File: src/rtl/conv_scheduler_if.sv
// Handshake/status bundle between the conv scheduler, the double-buffer
// write side, the read address generators and the systolic array.
interface conv_scheduler_if #(
    parameter int FIELD_WIDTH = 8
);
    logic                       config_enable;
    logic [6*FIELD_WIDTH-1:0]   config_data;
    logic                       start;
    logic                       stall;
    logic                       weight_bank_ready;
    logic                       input_bank_ready;
    logic                       weight_ren;
    logic                       weight_write_enable_arr;
    logic                       input_ren;
    logic                       sys_arr_enable;
    logic                       tile_last;
    logic                       bank_release;
    logic                       done;
    logic                       busy;
    logic                       cfg_err;

    modport master (
        output config_enable, config_data, start, stall,
               weight_bank_ready, input_bank_ready,
        input  weight_ren, weight_write_enable_arr, input_ren, sys_arr_enable,
               tile_last, bank_release, done, busy, cfg_err
    );

    modport slave (
        input  config_enable, config_data, start, stall,
               weight_bank_ready, input_bank_ready,
        output weight_ren, weight_write_enable_arr, input_ren, sys_arr_enable,
               tile_last, bank_release, done, busy, cfg_err
    );
endinterface

File: src/rtl/conv_scheduler.sv
// Conv loop-nest controller: per tile, loads weights, streams ifmap rows and
// drains partial sums, walking the fx/fy/ic1/oc1 tile nest.
module conv_scheduler #(
    parameter int ARRAY_HEIGHT = 4,
    parameter int ARRAY_WIDTH  = 4,
    parameter int FIELD_WIDTH  = 8
) (
    input  logic            clk,
    input  logic            rst_n,
    conv_scheduler_if.slave bus
);
    localparam int CW = 2 * FIELD_WIDTH;

    localparam logic [2:0] S_IDLE   = 3'd0;
    localparam logic [2:0] S_WAIT   = 3'd1;
    localparam logic [2:0] S_LOAD   = 3'd2;
    localparam logic [2:0] S_STREAM = 3'd3;
    localparam logic [2:0] S_DRAIN  = 3'd4;

    localparam logic [CW-1:0]          LOAD_LAST  = CW'(ARRAY_HEIGHT - 1);
    localparam logic [CW-1:0]          DRAIN_LAST = CW'(ARRAY_HEIGHT + ARRAY_WIDTH - 2);
    localparam logic [CW-1:0]          C_ONE      = CW'(1);
    localparam logic [FIELD_WIDTH-1:0] F_ONE      = FIELD_WIDTH'(1);

    logic [2:0]             state;
    logic [CW-1:0]          cyc_cnt;
    logic [CW-1:0]          stream_last;
    logic [CW-1:0]          phase_last;
    logic [FIELD_WIDTH-1:0] fx_cnt, fy_cnt, ic_cnt, oc_cnt;
    logic [FIELD_WIDTH-1:0] fx_max, fy_max, ic_max, oc_max;
    logic [FIELD_WIDTH-1:0] f_ox, f_oy, f_fx, f_fy, f_ic, f_oc;
    logic                   cfg_valid;
    logic                   fields_ok;
    logic                   advance;
    logic                   phase_done;
    logic                   inner_max;
    logic                   layer_end;
    logic                   weight_ren;
    logic                   input_ren;
    logic                   wwe_q, sae_q, done_q, brel_q, err_q;

    assign f_ox = bus.config_data[0*FIELD_WIDTH +: FIELD_WIDTH];
    assign f_oy = bus.config_data[1*FIELD_WIDTH +: FIELD_WIDTH];
    assign f_fx = bus.config_data[2*FIELD_WIDTH +: FIELD_WIDTH];
    assign f_fy = bus.config_data[3*FIELD_WIDTH +: FIELD_WIDTH];
    assign f_ic = bus.config_data[4*FIELD_WIDTH +: FIELD_WIDTH];
    assign f_oc = bus.config_data[5*FIELD_WIDTH +: FIELD_WIDTH];

    assign fields_ok = (f_ox != '0) && (f_oy != '0) && (f_fx != '0) &&
                       (f_fy != '0) && (f_ic != '0) && (f_oc != '0);

    assign advance = ((state == S_LOAD) || (state == S_STREAM) || (state == S_DRAIN)) && !bus.stall;

    always_comb begin
        phase_last = LOAD_LAST;
        case (state)
            S_STREAM: phase_last = stream_last;
            S_DRAIN:  phase_last = DRAIN_LAST;
            default:  phase_last = LOAD_LAST;
        endcase
    end

    assign phase_done = (cyc_cnt == phase_last);
    assign inner_max  = (fx_cnt == fx_max) && (fy_cnt == fy_max) && (ic_cnt == ic_max);
    assign layer_end  = (state == S_DRAIN) && advance && phase_done && inner_max && (oc_cnt == oc_max);

    assign weight_ren = (state == S_LOAD) && !bus.stall;
    assign input_ren  = (state == S_STREAM) && !bus.stall;

    assign bus.weight_ren              = weight_ren;
    assign bus.input_ren               = input_ren;
    assign bus.weight_write_enable_arr = wwe_q;
    assign bus.sys_arr_enable          = sae_q;
    assign bus.tile_last               = ((state == S_STREAM) || (state == S_DRAIN)) && inner_max;
    assign bus.bank_release            = brel_q;
    assign bus.done                    = done_q;
    assign bus.busy                    = (state != S_IDLE);
    assign bus.cfg_err                 = err_q;

    always_ff @(posedge clk or negedge rst_n) begin
        if (!rst_n) begin
            state       <= S_IDLE;
            cyc_cnt     <= '0;
            stream_last <= '0;
            fx_cnt      <= '0;
            fy_cnt      <= '0;
            ic_cnt      <= '0;
            oc_cnt      <= '0;
            fx_max      <= '0;
            fy_max      <= '0;
            ic_max      <= '0;
            oc_max      <= '0;
            cfg_valid   <= 1'b0;
            wwe_q       <= 1'b0;
            sae_q       <= 1'b0;
            done_q      <= 1'b0;
            brel_q      <= 1'b0;
            err_q       <= 1'b0;
        end else begin
            wwe_q  <= weight_ren;
            sae_q  <= ((state == S_STREAM) || (state == S_DRAIN)) && !bus.stall;
            done_q <= layer_end;
            brel_q <= layer_end;
            err_q  <= bus.config_enable && ((state != S_IDLE) || !fields_ok);

            // Bounds are kept as max values so every wrap test is a plain compare.
            if (bus.config_enable && (state == S_IDLE) && fields_ok) begin
                stream_last <= CW'(f_ox) * CW'(f_oy) - C_ONE;
                fx_max      <= f_fx - F_ONE;
                fy_max      <= f_fy - F_ONE;
                ic_max      <= f_ic - F_ONE;
                oc_max      <= f_oc - F_ONE;
                cfg_valid   <= 1'b1;
            end

            case (state)
                S_IDLE: begin
                    if (bus.start && cfg_valid && !bus.config_enable)
                        state <= S_WAIT;
                end
                S_WAIT: begin
                    if (bus.weight_bank_ready && bus.input_bank_ready) begin
                        state   <= S_LOAD;
                        cyc_cnt <= '0;
                    end
                end
                S_LOAD, S_STREAM: begin
                    if (advance) begin
                        if (phase_done) begin
                            state   <= (state == S_LOAD) ? S_STREAM : S_DRAIN;
                            cyc_cnt <= '0;
                        end else begin
                            cyc_cnt <= cyc_cnt + C_ONE;
                        end
                    end
                end
                S_DRAIN: begin
                    if (advance) begin
                        if (phase_done) begin
                            cyc_cnt <= '0;
                            state   <= layer_end ? S_IDLE : S_LOAD;
                            // At layer end every counter is at max, so the nest wraps to all-zero.
                            if (fx_cnt != fx_max) begin
                                fx_cnt <= fx_cnt + F_ONE;
                            end else begin
                                fx_cnt <= '0;
                                if (fy_cnt != fy_max) begin
                                    fy_cnt <= fy_cnt + F_ONE;
                                end else begin
                                    fy_cnt <= '0;
                                    if (ic_cnt != ic_max) begin
                                        ic_cnt <= ic_cnt + F_ONE;
                                    end else begin
                                        ic_cnt <= '0;
                                        oc_cnt <= (oc_cnt == oc_max) ? '0 : oc_cnt + F_ONE;
                                    end
                                end
                            end
                        end else begin
                            cyc_cnt <= cyc_cnt + C_ONE;
                        end
                    end
                end
                default: state <= S_IDLE;
            endcase
        end
    end
endmodule

File: src/flat_wrapper.sv
// flat-port wrapper written by rule: the top's interface ports become plain ports
module conv_scheduler_flat 
#(
    parameter int ARRAY_HEIGHT = 4,
    parameter int ARRAY_WIDTH  = 4,
    parameter int FIELD_WIDTH  = 8
)
  (clk, rst_n, bus_config_enable, bus_config_data, bus_start, bus_stall, bus_weight_bank_ready, bus_input_bank_ready, bus_weight_ren, bus_weight_write_enable_arr, bus_input_ren, bus_sys_arr_enable, bus_tile_last, bus_bank_release, bus_done, bus_busy, bus_cfg_err);
  conv_scheduler_if #(.FIELD_WIDTH(FIELD_WIDTH)) bus_i ();
  input  logic clk;
  input  logic rst_n;
  input wire logic [$bits(bus_i.config_enable)-1:0] bus_config_enable;
  input wire logic [$bits(bus_i.config_data)-1:0] bus_config_data;
  input wire logic [$bits(bus_i.start)-1:0] bus_start;
  input wire logic [$bits(bus_i.stall)-1:0] bus_stall;
  input wire logic [$bits(bus_i.weight_bank_ready)-1:0] bus_weight_bank_ready;
  input wire logic [$bits(bus_i.input_bank_ready)-1:0] bus_input_bank_ready;
  output wire logic [$bits(bus_i.weight_ren)-1:0] bus_weight_ren;
  output wire logic [$bits(bus_i.weight_write_enable_arr)-1:0] bus_weight_write_enable_arr;
  output wire logic [$bits(bus_i.input_ren)-1:0] bus_input_ren;
  output wire logic [$bits(bus_i.sys_arr_enable)-1:0] bus_sys_arr_enable;
  output wire logic [$bits(bus_i.tile_last)-1:0] bus_tile_last;
  output wire logic [$bits(bus_i.bank_release)-1:0] bus_bank_release;
  output wire logic [$bits(bus_i.done)-1:0] bus_done;
  output wire logic [$bits(bus_i.busy)-1:0] bus_busy;
  output wire logic [$bits(bus_i.cfg_err)-1:0] bus_cfg_err;
  assign bus_i.config_enable = bus_config_enable;
  assign bus_i.config_data = bus_config_data;
  assign bus_i.start = bus_start;
  assign bus_i.stall = bus_stall;
  assign bus_i.weight_bank_ready = bus_weight_bank_ready;
  assign bus_i.input_bank_ready = bus_input_bank_ready;
  assign bus_weight_ren = bus_i.weight_ren;
  assign bus_weight_write_enable_arr = bus_i.weight_write_enable_arr;
  assign bus_input_ren = bus_i.input_ren;
  assign bus_sys_arr_enable = bus_i.sys_arr_enable;
  assign bus_tile_last = bus_i.tile_last;
  assign bus_bank_release = bus_i.bank_release;
  assign bus_done = bus_i.done;
  assign bus_busy = bus_i.busy;
  assign bus_cfg_err = bus_i.cfg_err;
  conv_scheduler #(.ARRAY_HEIGHT(ARRAY_HEIGHT), .ARRAY_WIDTH(ARRAY_WIDTH), .FIELD_WIDTH(FIELD_WIDTH)) u_core (.clk(clk), .rst_n(rst_n), .bus(bus_i));
endmodule
File: config.mk
export PLATFORM = sky130hd
export DESIGN_NAME = conv_scheduler_flat
export DESIGN_NICKNAME = d
export VERILOG_FILES = /design/src/rtl/conv_scheduler_if.sv /design/src/rtl/conv_scheduler.sv /design/src/flat_wrapper.sv
export SDC_FILE = /design/constraint.sdc
export NUM_CORES = 1
export LEC_CHECK = 0
export CORE_MARGIN = 4
export CORE_UTILIZATION = 25
export CTS_CLUSTER_DIAMETER = 80
export DETAILED_ROUTE_END_ITERATION = 8
export GPL_TIMING_DRIVEN = 1
export HOLD_SLACK_MARGIN = 0.02
export PLACE_DENSITY_LB_ADDON = 0.05
export RECOVER_POWER = 100
export SKIP_LAST_GASP = 1
export SYNTH_ARGS = -nofsm -noshare
export SYNTH_HDL_FRONTEND = slang
export SYNTH_SLANG_ARGS = --single-unit
File: constraint.sdc
create_clock -name clk -period 2.7 [get_ports clk]
set_clock_uncertainty 0.1 [all_clocks]
set_input_delay 0.54 -clock clk [delete_from_list [all_inputs] [get_ports clk]]
set_output_delay 0.54 -clock clk [all_outputs]
set_load 0.05 [all_outputs]
Run 1, M2 wires:
(2 px per µm)
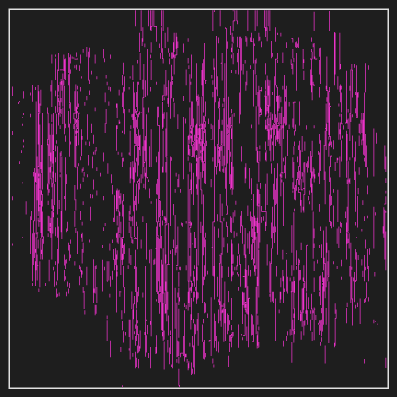
The wires run mostly vertical. 1038 nets have wire on it. The layer carries 11700 µm of wire. The longest straight run is 88.4 µm.

Run 1, routing congestion map:
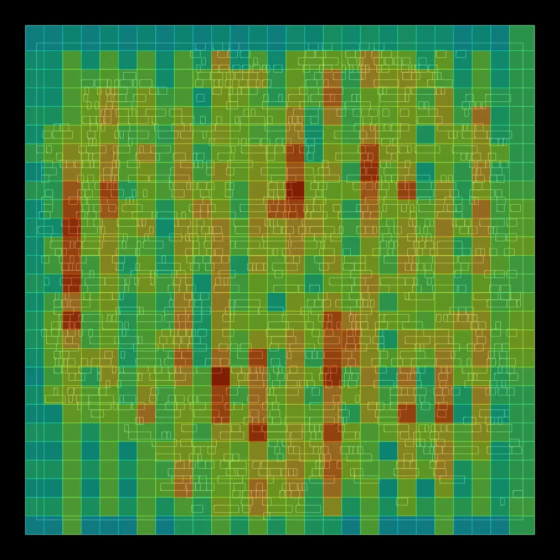
busiest grt layer: met2
M3 GR Usage: 0.0144
GRT Total Usage: 0.132

Run 1, signal wires on met3:
(3 px per µm)
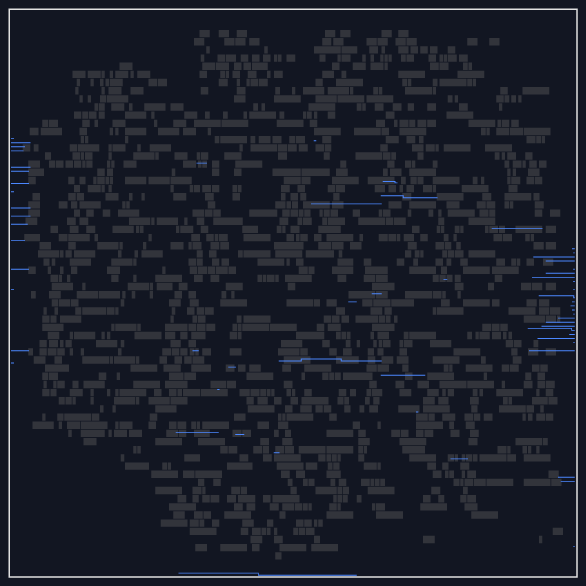
The wires run mostly horizontal. The layer holds 1.8% of the routed length. The layer carries 425 µm of wire.

[run 1: per-layer routing]
layer / track usage / up-vias
met5: 0 / -
met4: 0.0294 / 0
met3: 0.0144 / 15
met2: 0.235 / 70
met1: 0.174 / 3265
li1: - / 3511
[run 1: cell usage after synthesis, types with 12 or more instances]
cell	number	area (µm²)
nor3_1	14	70.1
o21ai_0	77	385
o31ai_1	12	90.1
nor2_1	55	206
xnor2_1	50	438
xor2_1	44	385
and2_1	33	206
inv_1	90	338
nand3_1	22	110
nand2b_1	12	75.1
nand4_1	18	113
nand2_1	119	447
fa_1	41	821
a21oi_1	23	115
ha_1	51	638
dfrtp_1	104	2600
clkbuf_1	23	86.3
==> summary.txt, run 1 <==
grt total ovfl: 0
Pwr Density: 786 nW/µm²
switching share of total power: 0.399
Clk pwr share: 0.140
adder share: 0.179
Synth Flop Type: dfrtp_1
cts hold-fix bufs: 1
CP required: 2.84 ns
non-filler cells, final: 1584
dpl cell area: 10600 µm²
Clock buffer cells: 9
CP bufs+invs: 6
DRC Markers: 0
outcome: complete, but fails checks
post-synthesis sequential area ratio: 0.319
Worst path slowest cell: fa_1
PnR worst setup slack: -1.58 ns
Critical Path Start: bus_config_data[13]
largest registers: u_core.cyc_cnt: 16 flops, u_core.stream_last: 16 flops
# nets final: 1291
P_leak: 5.35 nW
P_comb: 5.66 mW
area grow syn2layout: 45.3%
Commonest Layout Cell: buf_4
yosys cell count: 913
crit-path cells: buf_8 > and2_4 > fa_1 > inv_1 > fa_1 > inv_1 > fa_1 > inv_1 > fa_1 > inv_2 > ha_4 > nor3_2 > nor2_1 > a31oi_4 > o21ai_2 > buf_4 > a21oi_2 > o21bai_1 > xor2_1 > mux2_4
async set-reset flop share out of synthesis: 1.00
pre-CTS setup slack: -2.61 ns
Critical Path Sink Type: register
synthesized area: 8170 µm²
Iter 0 DRT Violations: 291
via/cell ratio: 4.33
Seq. pwr: 2.37 mW
Levels on crit path: 20
top cell category: combinational gates
Multiplexer share: 0.0121
post-cts resize count: 205
Ys Warns: 0
R2R setup slack: -0.25 ns
Slew @ Worst Pin: 1.33 ns
Clock H-tree levels: 3
total negative slack: -21.11 ns
CTS Buf Count: 9
Non-CTS inverters: 90
sequential fraction of design power: 0.254
I/O pins: 64
Die X: 189 µm
Buffers, non-clock: 255
final hold vios: 0
DP Wirelength: 18100 µm
violated checks: setup timing
met1 wire length: 10800 µm
Hold WC Path Type: register to register
Fill cells: 3293
Mapped Nets: 1060
Setup crit end: u_core.stream_last[13]$_DFFE_PN0P_
XOR/XNOR Fraction of Synth Area: 0.103
post-route ant nets: 0
met2 wire len: 11700 µm
crit share post-route: 1.58
data arrival time of the critical path: 4.42 ns
RSZ-0062 raised after global routing: yes
clock-cell share of area: 0.0236
clk latency late pin: 0.36 ns
hold path depth: 1
first-pass GRT wire length: 38400 µm
core area: 31900 µm²
GP Congestion: 0.754
Max clock buf depth: 2
largest net degree at the start of global routing: 52
CTS tree: done
Finish-stage setup viols: 60
Int Pwr: 5.61 mW
top power group: combinational logic
## Run 2: what changed since run 1
--- a/config.mk
+++ b/config.mk
@@ -10,7 +10,6 @@
 export CTS_CLUSTER_DIAMETER = 80
 export DETAILED_ROUTE_END_ITERATION = 8
 export GPL_TIMING_DRIVEN = 1
-export HOLD_SLACK_MARGIN = 0.02
 export PLACE_DENSITY_LB_ADDON = 0.05
 export RECOVER_POWER = 100
 export SKIP_LAST_GASP = 1
==> summary.txt, run 2 <==
outcome: complete, but fails checks
violated checks: setup timing
clock sink count: 104
post-synthesis sequential area ratio: 0.319
Clk pwr share: 0.140
Top cell area share: 0.319
GRT Total Usage: 0.132
top cells by count: 119 x nand2_1, 104 x dfrtp_1, 90 x inv_1, 77 x o21ai_0, 55 x nor2_1
largest registers: u_core.cyc_cnt: 16 flops, u_core.stream_last: 16 flops
dpl cell area: 10600 µm²
async set-reset flop share out of synthesis: 1.00
R2R depth: 9
comb. cell area: 5800 µm²
Worst path slowest cell: fa_1
post-route ant nets: 0
crit-path cells: buf_8 > and2_4 > fa_1 > inv_1 > fa_1 > inv_1 > fa_1 > inv_1 > fa_1 > inv_2 > ha_4 > nor3_2 > nor2_1 > a31oi_4 > o21ai_2 > buf_4 > a21oi_2 > o21bai_1 > xor2_1 > mux2_4
Clock buffer cells: 9
non-filler cells, final: 1584
data arrival time of the critical path: 4.42 ns
cts hold-fix bufs: 1
largest area contributor in the netlist: dfrtp_1
GP Congestion: 0.754
adder share: 0.179
top cell category: combinational gates
tool warnings: 32
top-count cell post-synth: nand2_1
Commonest Layout Cell: buf_4
core area: 31900 µm²
Fill cells: 3293
DRC Markers: 0
first-pass GRT wire length: 38400 µm
Critical Path Start: bus_config_data[13]
Multiplexer share: 0.0121
total negative slack: -21.11 ns
clock-cell share of area: 0.0236
area grow syn2layout: 45.3%
P_leak: 5.35 nW
clk latency late pin: 0.36 ns
DP Wirelength: 18100 µm
chip area: 35600 µm²
Slew headroom: 0.113
Iter 0 DRT Violations: 291
Non-CTS inverters: 90
Slew @ Worst Pin: 1.33 ns
Mapped Nets: 1060
Storage cell area: 2610 µm²
PnR worst setup slack: -1.58 ns
P_comb: 5.66 mW
# nets final: 1291
Finish-stage setup viols: 60
CP bufs+invs: 6
Synth Flop Type: dfrtp_1
Finished Cell Area: 11900 µm²
XOR/XNOR Fraction of Synth Area: 0.103
sequential fraction of design power: 0.254
yosys cell count: 913
synthesized area: 8170 µm²
CTS Buf Count: 9
largest net degree at the start of global routing: 52
Die X: 189 µm
CTS tree: done
Clock H-tree levels: 3
Max clock buf depth: 2
pre-CTS setup slack: -2.61 ns
RSZ-0062 raised after global routing: yes
Top cells by area: dfrtp_1 32%, fa_1 10%, ha_1 7.8%
Synthesized registers: 104
hold path depth: 1
via/cell ratio: 4.33
Buffers, non-clock: 255
switching share of total power: 0.399
ao+oa area frac: 0.102
Critical Path Sink Type: register
R2R setup slack: -0.25 ns
CP required: 2.84 ns
Post-CTS Setup Bufs: 21
final hold vios: 0
Int Pwr: 5.61 mW
I/O pins: 64
Hold WC Path Type: register to register
top power group: combinational logic
hold path start: u_core.cfg_valid$_DFFE_PN0P_
Pwr Density: 786 nW/µm²
crit share post-route: 1.58
Seq. pwr: 2.37 mW
post-cts resize count: 205
grt total ovfl: 0
Ys Warns: 0
## run 2: cell counts after synthesis
No cell type changed its count.
## run 2: worst max-delay path by stage
stage	endpoint	slack, ns	cells after the start
2_1_floorplan	u_core.stream_last[14]$_DFFE_PN0P_	-1.88	19
3_3_place_gp	u_core.stream_last[15]$_DFFE_PN0P_	-2.57	19
3_5_place_dp	u_core.stream_last[15]$_DFFE_PN0P_	-2.61	19
4_1_cts	u_core.stream_last[13]$_DFFE_PN0P_	-1.60	20
5_1_grt	u_core.stream_last[13]$_DFFE_PN0P_	-1.75	20
6_report	u_core.stream_last[13]$_DFFE_PN0P_	-1.58	20
## run 2: routing by layer
layer,global-route usage,up-vias,wire length (µm)
met5,0,-,0
met4,0.0294,0,229
met3,0.0144,15,424
met2,0.235,70,11700
met1,0.174,3265,10800
li1,-,3511,-
Run 2, the metal 1 layer:
(2 px per µm) Supply wires on this layer in gray.
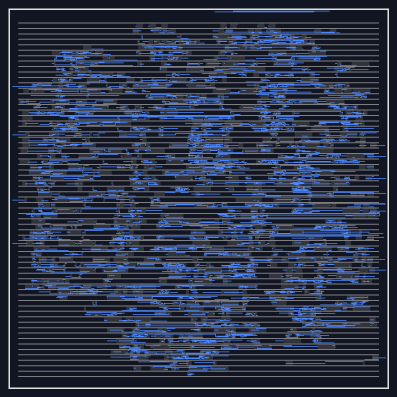
The layer carries 10800 µm of wire. The layer holds 47% of the routed length. The wires run mostly horizontal. 1196 nets have wire on it. The longest straight run is 86.9 µm.

Power is estimated from default activity; no workload was simulated.
